**src/rtl/mips_pkg.sv**
```systemverilog
// mips_pkg: shared definitions for the 5-stage MIPS pipeline.
//   - Control-bundle bit positions (MSB first: RegDst .. ALUOp[1:0]) and width
//   - Primary opcode constants
//   - ALUOp encodings
package mips_pkg;

  localparam int CTRL_W        = 12;
  localparam int CTRL_REGDST   = 11;
  localparam int CTRL_ALUSRC   = 10;
  localparam int CTRL_MEMTOREG = 9;
  localparam int CTRL_REGWRITE = 8;
  localparam int CTRL_MEMREAD  = 7;
  localparam int CTRL_MEMWRITE = 6;
  localparam int CTRL_ORI      = 5;
  localparam int CTRL_BEQ      = 4;
  localparam int CTRL_BNE      = 3;
  localparam int CTRL_JUMP     = 2;
  localparam int CTRL_ALUOP    = 0;  // LSB of the 2-bit ALUOp field
  localparam int ALUOP_W       = 2;

  localparam logic [5:0] R_FORMAT = 6'd0;
  localparam logic [5:0] J        = 6'd2;
  localparam logic [5:0] BEQ      = 6'd4;
  localparam logic [5:0] BNE      = 6'd5;
  localparam logic [5:0] ORI      = 6'd13;
  localparam logic [5:0] LW       = 6'd35;
  localparam logic [5:0] SW       = 6'd43;

  typedef enum logic [ALUOP_W-1:0] {
    ALUOP_ADD   = 2'b00,  // address calculation (LW/SW)
    ALUOP_SUB   = 2'b01,  // branch compare
    ALUOP_FUNCT = 2'b10   // R-format, decode funct field
  } aluop_e;

endpackage

```
**src/rtl/load_use_detect.sv**
```systemverilog
// load_use_detect: combinational load-use hazard detector.
//   Asserts lu_stall when the instruction in EX is a valid load whose
//   destination (rt, nonzero) is a source of the valid instruction in ID.
// Ports:
//   ex_valid, ex_mem_read, ex_rt : load currently in EX
//   id_valid, id_rs, id_rt       : instruction currently in ID
//   lu_stall                     : stall request (zero latency)
module load_use_detect #(
  parameter int REG_AW = 5
) (
  input  logic              ex_valid,
  input  logic              ex_mem_read,
  input  logic [REG_AW-1:0] ex_rt,
  input  logic              id_valid,
  input  logic [REG_AW-1:0] id_rs,
  input  logic [REG_AW-1:0] id_rt,
  output logic              lu_stall
);

  // $zero is never a real dependency, so a load targeting r0 never stalls.
  assign lu_stall = ex_valid & ex_mem_read & id_valid & (ex_rt != '0) &
                    ((ex_rt == id_rs) | (ex_rt == id_rt));

endmodule

```
**src/rtl/id_ex_stage.sv**
```systemverilog
// id_ex_stage: ID/EX pipeline register with load-use stall, bubble
// insertion, downstream hold and flush (remembered across a hold).
// Ports:
//   clk, rst_n            : clock, asynchronous active-low reset
//   id_*                  : decoded instruction from ID
//   hold                  : freeze the register (downstream stall)
//   flush                 : kill the instruction entering EX
//   lu_stall              : combinational load-use stall to PC and IF/ID
//   ex_*                  : registered fields presented to EX
//   bubble_cnt            : saturating count of inserted bubbles
module id_ex_stage
  import mips_pkg::*;
#(
  parameter int DATA_W = 32,
  parameter int REG_AW = 5,
  parameter int CNT_W  = 16
) (
  input  logic              clk,
  input  logic              rst_n,
  input  logic              id_valid,
  input  logic [11:0]       id_ctrl,
  input  logic [DATA_W-1:0] id_rs_data,
  input  logic [DATA_W-1:0] id_rt_data,
  input  logic [DATA_W-1:0] id_imm,
  input  logic [DATA_W-1:0] id_pc4,
  input  logic [REG_AW-1:0] id_rs,
  input  logic [REG_AW-1:0] id_rt,
  input  logic [REG_AW-1:0] id_rd,
  input  logic [5:0]        id_funct,
  input  logic              hold,
  input  logic              flush,
  output logic              lu_stall,
  output logic              ex_valid,
  output logic [11:0]       ex_ctrl,
  output logic [DATA_W-1:0] ex_rs_data,
  output logic [DATA_W-1:0] ex_rt_data,
  output logic [DATA_W-1:0] ex_imm,
  output logic [DATA_W-1:0] ex_pc4,
  output logic [REG_AW-1:0] ex_rs,
  output logic [REG_AW-1:0] ex_rt,
  output logic [REG_AW-1:0] ex_rd,
  output logic [5:0]        ex_funct,
  output logic [CNT_W-1:0]  bubble_cnt
);

  logic              valid_q,    valid_d;
  logic [CTRL_W-1:0] ctrl_q,     ctrl_d;
  logic [DATA_W-1:0] rs_data_q,  rs_data_d;
  logic [DATA_W-1:0] rt_data_q,  rt_data_d;
  logic [DATA_W-1:0] imm_q,      imm_d;
  logic [DATA_W-1:0] pc4_q,      pc4_d;
  logic [REG_AW-1:0] rs_q,       rs_d;
  logic [REG_AW-1:0] rt_q,       rt_d;
  logic [REG_AW-1:0] rd_q,       rd_d;
  logic [5:0]        funct_q,    funct_d;
  logic              pend_flush_q, pend_flush_d;
  logic [CNT_W-1:0]  cnt_q,      cnt_d;

  logic [CTRL_W-1:0] ctrl_clean;
  logic              bubble;

  // The decoder leaves don't-care control bits as X; only a definite 1 is
  // passed on, and nothing at all is passed on for an invalid slot.
  genvar gi;
  generate
    for (gi = 0; gi < CTRL_W; gi++) begin : g_ctrl_clean
      assign ctrl_clean[gi] = id_valid & (id_ctrl[gi] === 1'b1);
    end
  endgenerate

  load_use_detect #(
    .REG_AW (REG_AW)
  ) u_lu (
    .ex_valid    (valid_q),
    .ex_mem_read (ctrl_q[CTRL_MEMREAD]),
    .ex_rt       (rt_q),
    .id_valid    (id_valid),
    .id_rs       (id_rs),
    .id_rt       (id_rt),
    .lu_stall    (lu_stall)
  );

  // A flush (live or remembered) and a load-use stall each produce exactly
  // one bubble; when both coincide it is still a single bubble.
  assign bubble = flush | pend_flush_q | lu_stall;

  always_comb begin
    valid_d      = valid_q;
    ctrl_d       = ctrl_q;
    rs_data_d    = rs_data_q;
    rt_data_d    = rt_data_q;
    imm_d        = imm_q;
    pc4_d        = pc4_q;
    rs_d         = rs_q;
    rt_d         = rt_q;
    rd_d         = rd_q;
    funct_d      = funct_q;
    pend_flush_d = pend_flush_q;
    cnt_d        = cnt_q;

    if (hold) begin
      // Frozen; a flush arriving now must not be lost.
      pend_flush_d = pend_flush_q | flush;
    end else begin
      // Data fields load even for a bubble so the waveform shows what was killed.
      rs_data_d    = id_rs_data;
      rt_data_d    = id_rt_data;
      imm_d        = id_imm;
      pc4_d        = id_pc4;
      rs_d         = id_rs;
      rt_d         = id_rt;
      rd_d         = id_rd;
      funct_d      = id_funct;
      pend_flush_d = 1'b0;
      if (bubble) begin
        valid_d = 1'b0;
        ctrl_d  = '0;
        if (cnt_q != {CNT_W{1'b1}}) begin
          cnt_d = cnt_q + {{(CNT_W-1){1'b0}}, 1'b1};
        end
      end else begin
        valid_d = id_valid;
        ctrl_d  = ctrl_clean;
      end
    end
  end

  always_ff @(posedge clk or negedge rst_n) begin
    if (!rst_n) begin
      valid_q      <= 1'b0;
      ctrl_q       <= '0;
      rs_data_q    <= '0;
      rt_data_q    <= '0;
      imm_q        <= '0;
      pc4_q        <= '0;
      rs_q         <= '0;
      rt_q         <= '0;
      rd_q         <= '0;
      funct_q      <= '0;
      pend_flush_q <= 1'b0;
      cnt_q        <= '0;
    end else begin
      valid_q      <= valid_d;
      ctrl_q       <= ctrl_d;
      rs_data_q    <= rs_data_d;
      rt_data_q    <= rt_data_d;
      imm_q        <= imm_d;
      pc4_q        <= pc4_d;
      rs_q         <= rs_d;
      rt_q         <= rt_d;
      rd_q         <= rd_d;
      funct_q      <= funct_d;
      pend_flush_q <= pend_flush_d;
      cnt_q        <= cnt_d;
    end
  end

  assign ex_valid   = valid_q;
  assign ex_ctrl    = ctrl_q;
  assign ex_rs_data = rs_data_q;
  assign ex_rt_data = rt_data_q;
  assign ex_imm     = imm_q;
  assign ex_pc4     = pc4_q;
  assign ex_rs      = rs_q;
  assign ex_rt      = rt_q;
  assign ex_rd      = rd_q;
  assign ex_funct   = funct_q;
  assign bubble_cnt = cnt_q;

endmodule

```
**config.mk**
```make
export PLATFORM = sky130hd
export DESIGN_NAME = id_ex_stage
export DESIGN_NICKNAME = d
export VERILOG_FILES = /design/src/rtl/mips_pkg.sv /design/src/rtl/load_use_detect.sv /design/src/rtl/id_ex_stage.sv
export SDC_FILE = /design/constraint.sdc
export NUM_CORES = 1
export LEC_CHECK = 0
export ABC_AREA = 1
export CORE_MARGIN = 4
export CORE_UTILIZATION = 41
export CTS_BUF_LIST = sky130_fd_sc_hd__clkbuf_4 sky130_fd_sc_hd__clkbuf_8
export CTS_CLUSTER_DIAMETER = 50
export DETAILED_ROUTE_END_ITERATION = 12
export PLACE_DENSITY = 0.8
export SLEW_MARGIN = 0
export SYNTH_ARGS = -nofsm -noshare
export SYNTH_HDL_FRONTEND = slang
export SYNTH_SLANG_ARGS = --single-unit
```
**constraint.sdc**
```tcl
create_clock -name clk -period 1.6 [get_ports clk]
set_input_delay 0.4 -clock clk [delete_from_list [all_inputs] [get_ports clk]]
set_output_delay 0.4 -clock clk [all_outputs]
set_load 0.01 [all_outputs]
```
Power grid:
Scale bar: 50 um. Pins as bars on the die edge.
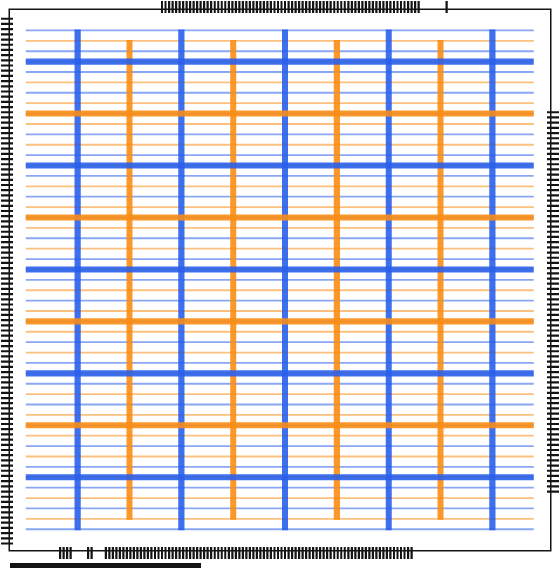
net	color
VDD	orange
VSS	blue
met1 rails	49
rows	48
met5 straps	9
signal pins	345
met4 straps	9
Die H: 141 um
Core Area: 17400 um2
Peak VDD IR: 668 uV

==> flow_metrics.env <==
# yosys + openroad results
export IMPL_lay_top_count="nand2_1"
export IMPL_fin_nets=1426
export IMPL_simple_gate_area_frac=0.307
export IMPL_r2r_worst_path_cells=14
export IMPL_hold_violations=0
export IMPL_slew_viol_final=0
export IMPL_p_per_area_nw_per_um2=892
export IMPL_cts_num_sinks=179
export IMPL_mux_share=0
export IMPL_drt_first_pass_iters=5
export IMPL_status="finished with violations"
export IMPL_p_leak_nw=6.39
export IMPL_lay_top_cells="nand2_1, dfrtp_1, clkdlybuf4s50_1"
export IMPL_post_cts_buffers=18
export IMPL_holdBufCountCts=1
export IMPL_startpoint="id_rt[0]"
export IMPL_synth_async_sr_flop_share=1.00
export IMPL_n_antenna_cell=0
export IMPL_grt_pass1_vias=7332
export IMPL_routed_wl_mm=24.9
export IMPL_ys_types=25
export IMPL_avgRoutedWirePerCell_um=16.6
export IMPL_setup_viol=32
export IMPL_crit_end="lu_stall"
export IMPL_fp_nets=1030
export IMPL_syn_avg_cell_area_um2=8.45
export IMPL_ys_flop_type="dfrtp_1"
export IMPL_clkLatencyLatePin_ns=0.45
export IMPL_ys_cells=863
export IMPL_worstHoldEndpoint="ex_rt_data[17]$_DFFE_PN0N_"
export IMPL_end_kind="output port"
export IMPL_ys_seq_share=0.614
export IMPL_io_pins=345
export IMPL_cts_made_buffers=17
export IMPL_path_max_fanout=3
export IMPL_grt_setup_unrepaired="yes"
export IMPL_violations="negative setup slack"
export IMPL_largest_area_cell="dfrtp_1"
export IMPL_preCtsSetupSlack_ns=-0.793
export IMPL_maxCapViolCount=0
export IMPL_portBuffers=344
export IMPL_setup_ws_ns=-0.385
export IMPL_cts_tree="done"
export IMPL_synthCells=863
export IMPL_synthToLayoutAreaGrowth_pct=64.4
export IMPL_ys_warn_count=0
export IMPL_cts_htree_levels=4
export IMPL_fmax_mhz=504
export IMPL_grtUsageTotal=0.244
export IMPL_die_area_um2=20000
export IMPL_postCtsResizedCells=270
export IMPL_yosys_top_cells_count="nand2_1, dfrtp_1, inv_1"
export IMPL_top_area_frac=0.614
export IMPL_die_width_um=141
export IMPL_grt_max_degree=65
export IMPL_reg2reg_from="ex_rt[0]$_DFFE_PN0N_"
export IMPL_drive_gt1_frac=0.131
export IMPL_worst_setup_path_start_kind="input pin"
export IMPL_r2r_end="bubble_cnt[10]$_DFFE_PN0P_"
export IMPL_gp_congestion=0.880
export IMPL_clockRootBuffer="clkbuf_8"
export IMPL_antenna_left=0
export IMPL_ys_sh_aoi=0.0151
Placed cells, one color a class:
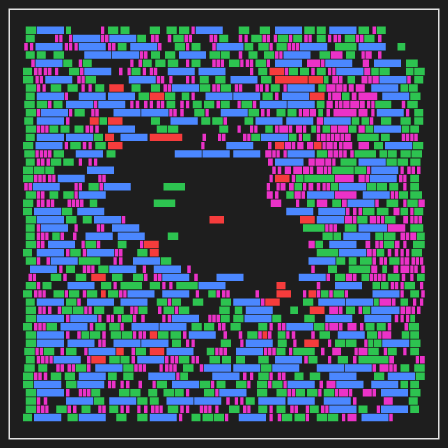
class	color	cells	share of their area
remaining logic cells	magenta	642	24%
clock drivers and dummy loads	red	31	3.3%
registers	blue	179	38%
remaining buffers and delay cells	green	419	35%
fin util: 0.690
Post-Layout Inst Area: 12000 um2
row cnt: 48

==> layout make-up <==
cell class | instances | area, um2
Timing Repair Buffer | 419 | 4060
Clock inverter | 11 | 129
Tap cell | 225 | 282
Inverter | 40 | 153
Clock buffer | 20 | 263
Fill cell | 1321 | 5370
Sequential cell | 179 | 4480
Multi-Input combinational cell | 602 | 2610
==> metrics by stage <==
stage / power, mW / instances / util / setup TNS, ns / hold WS [ns]
global route: 11.2 / 1496 / 0.690 / -8.69 / 0.320
global placement: 7.67 / 1434 / 0.650 / -13.54 / 0.355
CTS: 10.7 / 1487 / 0.681 / -4.43 / 0.289
floorplan: 6.04 / 863 / - / 0 / 0.104
detailed placement: 7.74 / 1434 / 0.650 / -15.19 / 0.357
finish: 10.7 / 1496 / 0.690 / -6.60 / 0.330
==> power by group <==
part / total, mW / internal [mW] / switching, mW
clock network: 3.14 / 1.47 / 1.67
registers: 5.15 / 4.92 / 0.229
logic: 2.41 / 1.23 / 1.18
==> metal layers <==
metal	track usage	share of wire	vias to the layer above	wire, um
met5	0	0	-	0
met4	0.0933	0.030	0	756
met3	0.0816	0.090	49	2240
met2	0.415	0.50	311	12400
met1	0.287	0.38	3352	9490
li1	-	-	3419	-
==> worst max-delay path, cell delays in order <==
cell	delay [ns]
clkdlybuf4s50_1	0.51
nand2_1	0.08
inv_1	0.07
nor2_1	0.05
nor2_1	0.11
nand3_1	0.08
nand2_1	0.09
nand2_2	0.06
inv_2	0.05
buf_6	0.09
==> flip-flops by register name (all words and copies together), names as in the netlist <==
signal        count
ex_imm           32
ex_pc4           32
ex_rs_data       32
ex_rt_data       32
bubble_cnt       16
ex_ctrl          12
ex_funct          6
ex_rd             5
ex_rs             5
ex_rt             5
ex_valid          1
pend_flush_q      1
No activity file was given, so power comes from the tool's default toggle rates.
